Cells by drive strength:
(2 px per um)
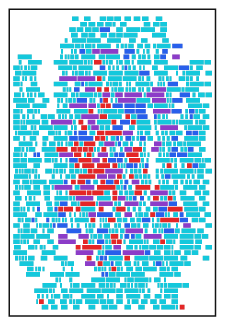
Met1 routing:
(4 px per um) Supply wires on this layer in gray. Cells faint in the background.
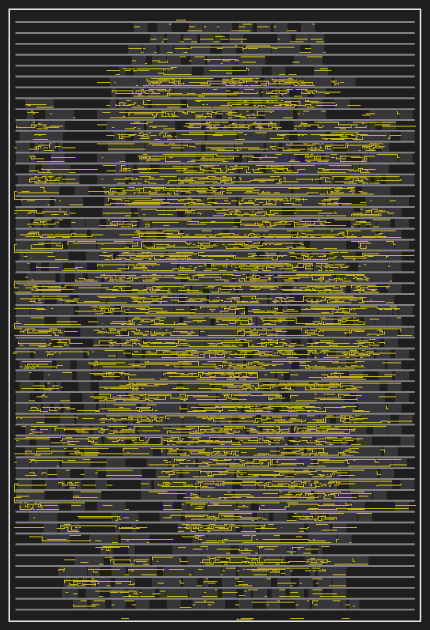
Placement density heat map:
(2 px per um) 10 x 15 tiles, from dark blue (low) to red (high), 0 to 100% covered.
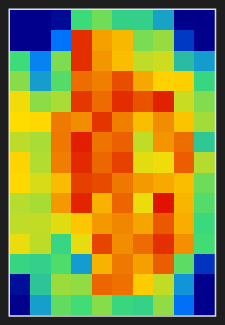
I/O nets highlighted:
(2 px per um)
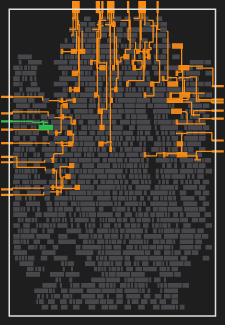
File: config.mk
export PLATFORM = sky130hd
export DESIGN_NAME = mem_access_ctrl
export DESIGN_NICKNAME = d
export VERILOG_FILES = /design/src/rtl/mem_access_pkg.sv /design/src/rtl/byte_lane_merge.sv /design/src/rtl/mem_access_ctrl.sv
export SDC_FILE = /design/constraint.sdc
export NUM_CORES = 1
export LEC_CHECK = 0
export CORE_ASPECT_RATIO = 1.5
export CORE_UTILIZATION = 42
export CTS_CLUSTER_DIAMETER = 200
export DETAILED_ROUTE_END_ITERATION = 6
export GPL_TIMING_DRIVEN = 0
export PLACE_DENSITY = 0.76
export SLEW_MARGIN = 20
export SYNTH_ARGS = -nofsm -noshare
export SYNTH_HDL_FRONTEND = slang
export SYNTH_SLANG_ARGS = --single-unit
File: constraint.sdc
create_clock -name clk -period 1.7 [get_ports clk]
set_input_delay 0.255 -clock clk [delete_from_list [all_inputs] [get_ports clk]]
set_output_delay 0.255 -clock clk [all_outputs]
set_load 0.02 [all_outputs]
File: src/rtl/mem_access_pkg.sv
// mem_access_pkg: access-type encodings, FSM states and lane constants shared by the
// data-memory access controller and its lane merge unit.
package mem_access_pkg;

    typedef enum logic [2:0] {
        OP_LW  = 3'd0,
        OP_LH  = 3'd1,
        OP_LHU = 3'd2,
        OP_LB  = 3'd3,
        OP_LBU = 3'd4,
        OP_SW  = 3'd5,
        OP_SH  = 3'd6,
        OP_SB  = 3'd7
    } op_e;

    typedef enum logic [2:0] {
        IDLE    = 3'd0,
        RD_ADDR = 3'd1,
        RD_DATA = 3'd2,
        WRITE   = 3'd3,
        DONE    = 3'd4
    } state_e;

    localparam logic [31:0] BYTE_MASK = 32'h0000_00FF;
    localparam logic [31:0] HALF_MASK = 32'h0000_FFFF;

    function automatic logic misaligned(input op_e op, input logic [1:0] off);
        case (op)
            OP_LH, OP_LHU, OP_SH: return off[0];
            OP_LB, OP_LBU, OP_SB: return 1'b0;
            default:              return |off;
        endcase
    endfunction

    function automatic logic is_rmw(input op_e op);
        return op == OP_SB || op == OP_SH;
    endfunction

endpackage

File: src/rtl/byte_lane_merge.sv
// byte_lane_merge: little-endian lane extract/extend for loads and lane insert for
// sub-word stores; purely combinational.
module byte_lane_merge
    import mem_access_pkg::*;
(
    input  op_e         op_i,
    input  logic [1:0]  off_i,
    input  logic [31:0] word_i,
    input  logic [31:0] wdata_i,
    output logic [31:0] load_o,
    output logic [31:0] store_o
);

    logic [4:0]  sh;
    logic [7:0]  b;
    logic [15:0] h;
    logic [31:0] mask;

    always_comb begin
        sh = op_i == OP_SH ? {off_i[1], 4'b0000} : {off_i, 3'b000};
        b = 8'(word_i >> {off_i, 3'b000});
        h = off_i[1] ? word_i[31:16] : word_i[15:0];
        case (op_i)
            OP_LB:   load_o = {{24{b[7]}}, b};
            OP_LBU:  load_o = {24'b0, b};
            OP_LH:   load_o = {{16{h[15]}}, h};
            OP_LHU:  load_o = {16'b0, h};
            default: load_o = word_i;
        endcase
        mask = (op_i == OP_SH ? HALF_MASK : BYTE_MASK) << sh;
        store_o = is_rmw(op_i) ? (word_i & ~mask) | ((wdata_i << sh) & mask) : wdata_i;
    end

endmodule

File: src/rtl/mem_access_ctrl.sv
// mem_access_ctrl: MEM-stage load/store sequencer over a word-wide synchronous data
// memory; sub-word stores are done as read-modify-write.
module mem_access_ctrl
    import mem_access_pkg::*;
#(
    parameter int ADDR_W = 32,
    parameter int DATA_W = 32
) (
    input  logic              clk,
    input  logic              rst,
    input  logic              req_valid,
    input  logic [2:0]        req_op,
    input  logic [ADDR_W-1:0] req_addr,
    input  logic [DATA_W-1:0] req_wdata,
    output logic              stall,
    output logic              resp_valid,
    output logic [DATA_W-1:0] resp_rdata,
    output logic              err_misalign,
    output logic [ADDR_W-1:0] mem_addr,
    output logic              mem_we,
    output logic [DATA_W-1:0] mem_wdata,
    input  logic [DATA_W-1:0] mem_rdata
);

    state_e            state_q, state_d;
    op_e               op_q, op_d, op_in;
    logic [1:0]        off_q, off_d;
    logic [DATA_W-1:0] wdata_q, wdata_d;
    logic [ADDR_W-1:0] addr_q, addr_d;
    logic              we_q, we_d;
    logic [DATA_W-1:0] mwdata_q, mwdata_d;
    logic              rv_q, rv_d;
    logic [DATA_W-1:0] rdata_q, rdata_d;
    logic              err_q, err_d;
    logic              accept, bad;
    logic [31:0]       load_w, store_w;

    assign op_in  = op_e'(req_op);
    assign bad    = misaligned(op_in, req_addr[1:0]);
    assign accept = state_q == IDLE && req_valid;

    byte_lane_merge u_merge (
        .op_i   (op_q),
        .off_i  (off_q),
        .word_i (mem_rdata),
        .wdata_i(wdata_q),
        .load_o (load_w),
        .store_o(store_w)
    );

    always_comb begin
        state_d  = state_q;
        op_d     = op_q;
        off_d    = off_q;
        wdata_d  = wdata_q;
        addr_d   = addr_q;
        mwdata_d = mwdata_q;
        case (state_q)
            IDLE:    if (req_valid) state_d = bad ? DONE : op_in == OP_SW ? WRITE : RD_ADDR;
            RD_ADDR: state_d = RD_DATA;
            RD_DATA: state_d = is_rmw(op_q) ? WRITE : DONE;
            WRITE:   state_d = DONE;
            default: state_d = IDLE;
        endcase
        if (accept) begin
            op_d    = op_in;
            off_d   = req_addr[1:0];
            wdata_d = req_wdata;
        end
        if (accept && !bad) addr_d = {req_addr[ADDR_W-1:2], 2'b00};
        // A full-word store goes straight from IDLE, so its data comes from the request port
        if (state_d == WRITE) mwdata_d = state_q == IDLE ? req_wdata : store_w;
        we_d    = state_d == WRITE;
        rv_d    = state_d == DONE;
        rdata_d = state_q == RD_DATA && state_d == DONE ? load_w : '0;
        err_d   = accept && bad;
    end

    always_ff @(posedge clk) begin
        if (rst) begin
            state_q  <= IDLE;
            op_q     <= OP_LW;
            off_q    <= '0;
            wdata_q  <= '0;
            addr_q   <= '0;
            we_q     <= 1'b0;
            mwdata_q <= '0;
            rv_q     <= 1'b0;
            rdata_q  <= '0;
            err_q    <= 1'b0;
        end else begin
            state_q  <= state_d;
            op_q     <= op_d;
            off_q    <= off_d;
            wdata_q  <= wdata_d;
            addr_q   <= addr_d;
            we_q     <= we_d;
            mwdata_q <= mwdata_d;
            rv_q     <= rv_d;
            rdata_q  <= rdata_d;
            err_q    <= err_d;
        end
    end

    assign stall        = req_valid & ~rv_q;
    assign resp_valid   = rv_q;
    assign resp_rdata   = rdata_q;
    assign err_misalign = err_q;
    assign mem_addr     = addr_q;
    assign mem_we       = we_q;
    assign mem_wdata    = mwdata_q;

endmodule

==> results.toml <==
# flow metrics
[run_status]
outcome = "finished with violations"
violations = "DRC, setup timing"

[timing]
finalSetupViolCount = 19
relSlewSlack = 0.559
tns_ns = -0.433
worst_slack_ns = -0.0481
rsz0062_at_grt = "yes"
tightestPinTransition_ns = 0.661
fmax_ghz = 0.572
min_period_ns = 1.75
slew_viol_final = 0

[clocking]
cts_max_path_buffers = 2
worst_skew_pair.late_latency_ns = 0.42
post-cts-setup-buffers = 17
cts_tree = "done"
numCtsBuffers = 17
postCtsHoldBufs = 0
h-tree-depth = 4

[synth]
edf_count = 0
ys_async_sr_fraction = 0
yosysTopAreaCell = "dfxtp_1"
ff_type = "dfxtp_1"
netlist_area_um2 = 6350
top_cell = "a21oi_1"
yosys_cells = 815
ys_area_um2 = 6350
syn_area_per_cell_um2 = 7.79
syn_inst = 815
ys_types = 59
synth.top_cell.area_share = 0.432
yosysWarnings = 0

[global_route]
grt_first_pass_wirelength_um = 35700
grt_antenna_before_repair = 0
track_usage = 0.296
first_global_vias = 6996
grt_max_degree = 17
grt-ovfl-total = 0

[worst_setup_path]
worstPathArrival_ns = 2.05
end_kind = "flip-flop"
reg2reg_depth = 7
reg2reg_from = "state_q[0]"
crit_path_max_fanout = 6
critPathRequiredTime_ns = 2.00

[die]
die_area_um2 = 15600
die_h_um = 153
num_rows = 54
die_x_um = 102

[pwr]
pg_seq_mw = 3.55
peakVddDrop_v = 0.000671
power.density_nw_per_um2 = 947
seq_power_share = 0.363
total_power_mw = 9.77
p_clk_frac = 0.366
comb-power_mw = 2.65
switching_share = 0.309
pwr-share-comb = 0.271
p_int_mw = 6.76

[detailed_routing]
drtAntennaViolNets = 0
route.detailed.drc = 4
drt_iter0_drc = 735
firstDrtPassIters = 7
post_drt_wl_per_cell_um = 19.5

[place]
place_ws_ns = -0.964
gp_congestion = 0.947
dp_cells = 1211
hpwl_um = 16700

[cells_and_area]
drive_gt1_frac = 0.214
lay_top_count = "clkdlybuf4s50_1"
diodes = 0
fin_cells = 1274
stdcell_area_um2 = 10300
nets = 1168

[flow_run]
drv_cap = 0

[min_path]
min_path_type = "in2reg"
-- 'cells by drive strength' (at the start) --
[blue] x2 | cells: 94 | share: 8.7%
[purple] x6 and larger | cells: 53 | share: 4.9%
[red] x3 and x4 | cells: 84 | share: 7.8%
[cyan] x1 and smaller | cells: 847 | share: 79%
Setup WS post-layout: -0.0481 ns
Buffers excl. clock: 307
synth-to-layout area growth: 62.5%

-- 'met1 routing' (at the start) --
longest straight run: 47.8 um
nets with wire on the layer: 1045
Routed WL: 24900 um
GRT met1 Usage: 0.334
total via count in the routed design: 7574

-- 'placement density heat map' (at the start) --
densest ninth of the die: center
nearly empty tiles: 6.7%
tiles over 75% full: 47%
mean over tiles: 65%
Initial Util: 0.433
core area: 14700 um2
fin util: 0.704

-- 'I/O nets highlighted' (at the start) --
[orange] `req_wdata` | bits: 32 | direction: input | end cells: 64 | wire: 1350 um
[green] `err_misalign` | bits: 1 | direction: output | end cells: 1 | wire: 28.1 um
Port Buffers: 199
Ports: 202

-- worst max-delay path by stage --
stage | startpoint | endpoint | slack, ns | cells after the start
CTS | op_q[0] | resp_rdata[1] | -0.001 | 6
global placement | req_op[0] | mem_wdata[12] | -0.95 | 7
floorplan | op_q[1] | mem_wdata[12] | 0.03 | 7
global route | off_q[1] | mem_wdata[15] | -0.1 | 6
detailed placement | req_op[0] | mem_wdata[12] | -0.96 | 7
finish | state_q[0] | mem_wdata[31] | -0.05 | 7
-- registers in the layout (all words and copies together) (netlist names) --
signal / flops
resp_valid: 1
mem_addr: 30
off_q: 2
wdata_q: 32
resp_rdata: 32
mem_wdata: 32
mem_we: 1
err_misalign: 1
state_q: 3
op_q: 3
-- metal layers --
layer / global-route usage / vias up / wire length (um)
met4: 0.180 / 0 / 1600
met3: 0.0679 / 131 / 2280
li1: - / 3447 / -
met2: 0.494 / 505 / 12200
met1: 0.334 / 3491 / 8850
met5: 0 / - / 0
-- area by class of cell --
class                   count  area [um2]
well taps                 196         245
clock buffers              19         443
multi-input cells         597        3800
clock inverters            12         128
plain buffers              71         581
inverters                   6        26.3
repair buffers            236        2340
flip-flops and latches    137        2760
fillers                  1114        4340
-- worst max-delay path: stages, from the launching register on --
cell and delay [ns]:
dfxtp_4 0.38, nor3_4 0.32, nand2_4 0.13, o21ai_4 0.16, buf_12 0.15, buf_6 0.12
a21oi_1 0.07, a311oi_1 0.30
-- kinds of logic after synthesis --
group	count (synthesis)	synth area share
DFF	137	0.432
muxes	5	0.0120
other	1	0.000590
buffers and inverters	82	0.0565
xor gates and xnor gates	3	0.00414
AOI/OAI and AO/OA	302	0.291
and+or+nand+nor	285	0.204
Power is estimated from default activity; no workload was simulated.
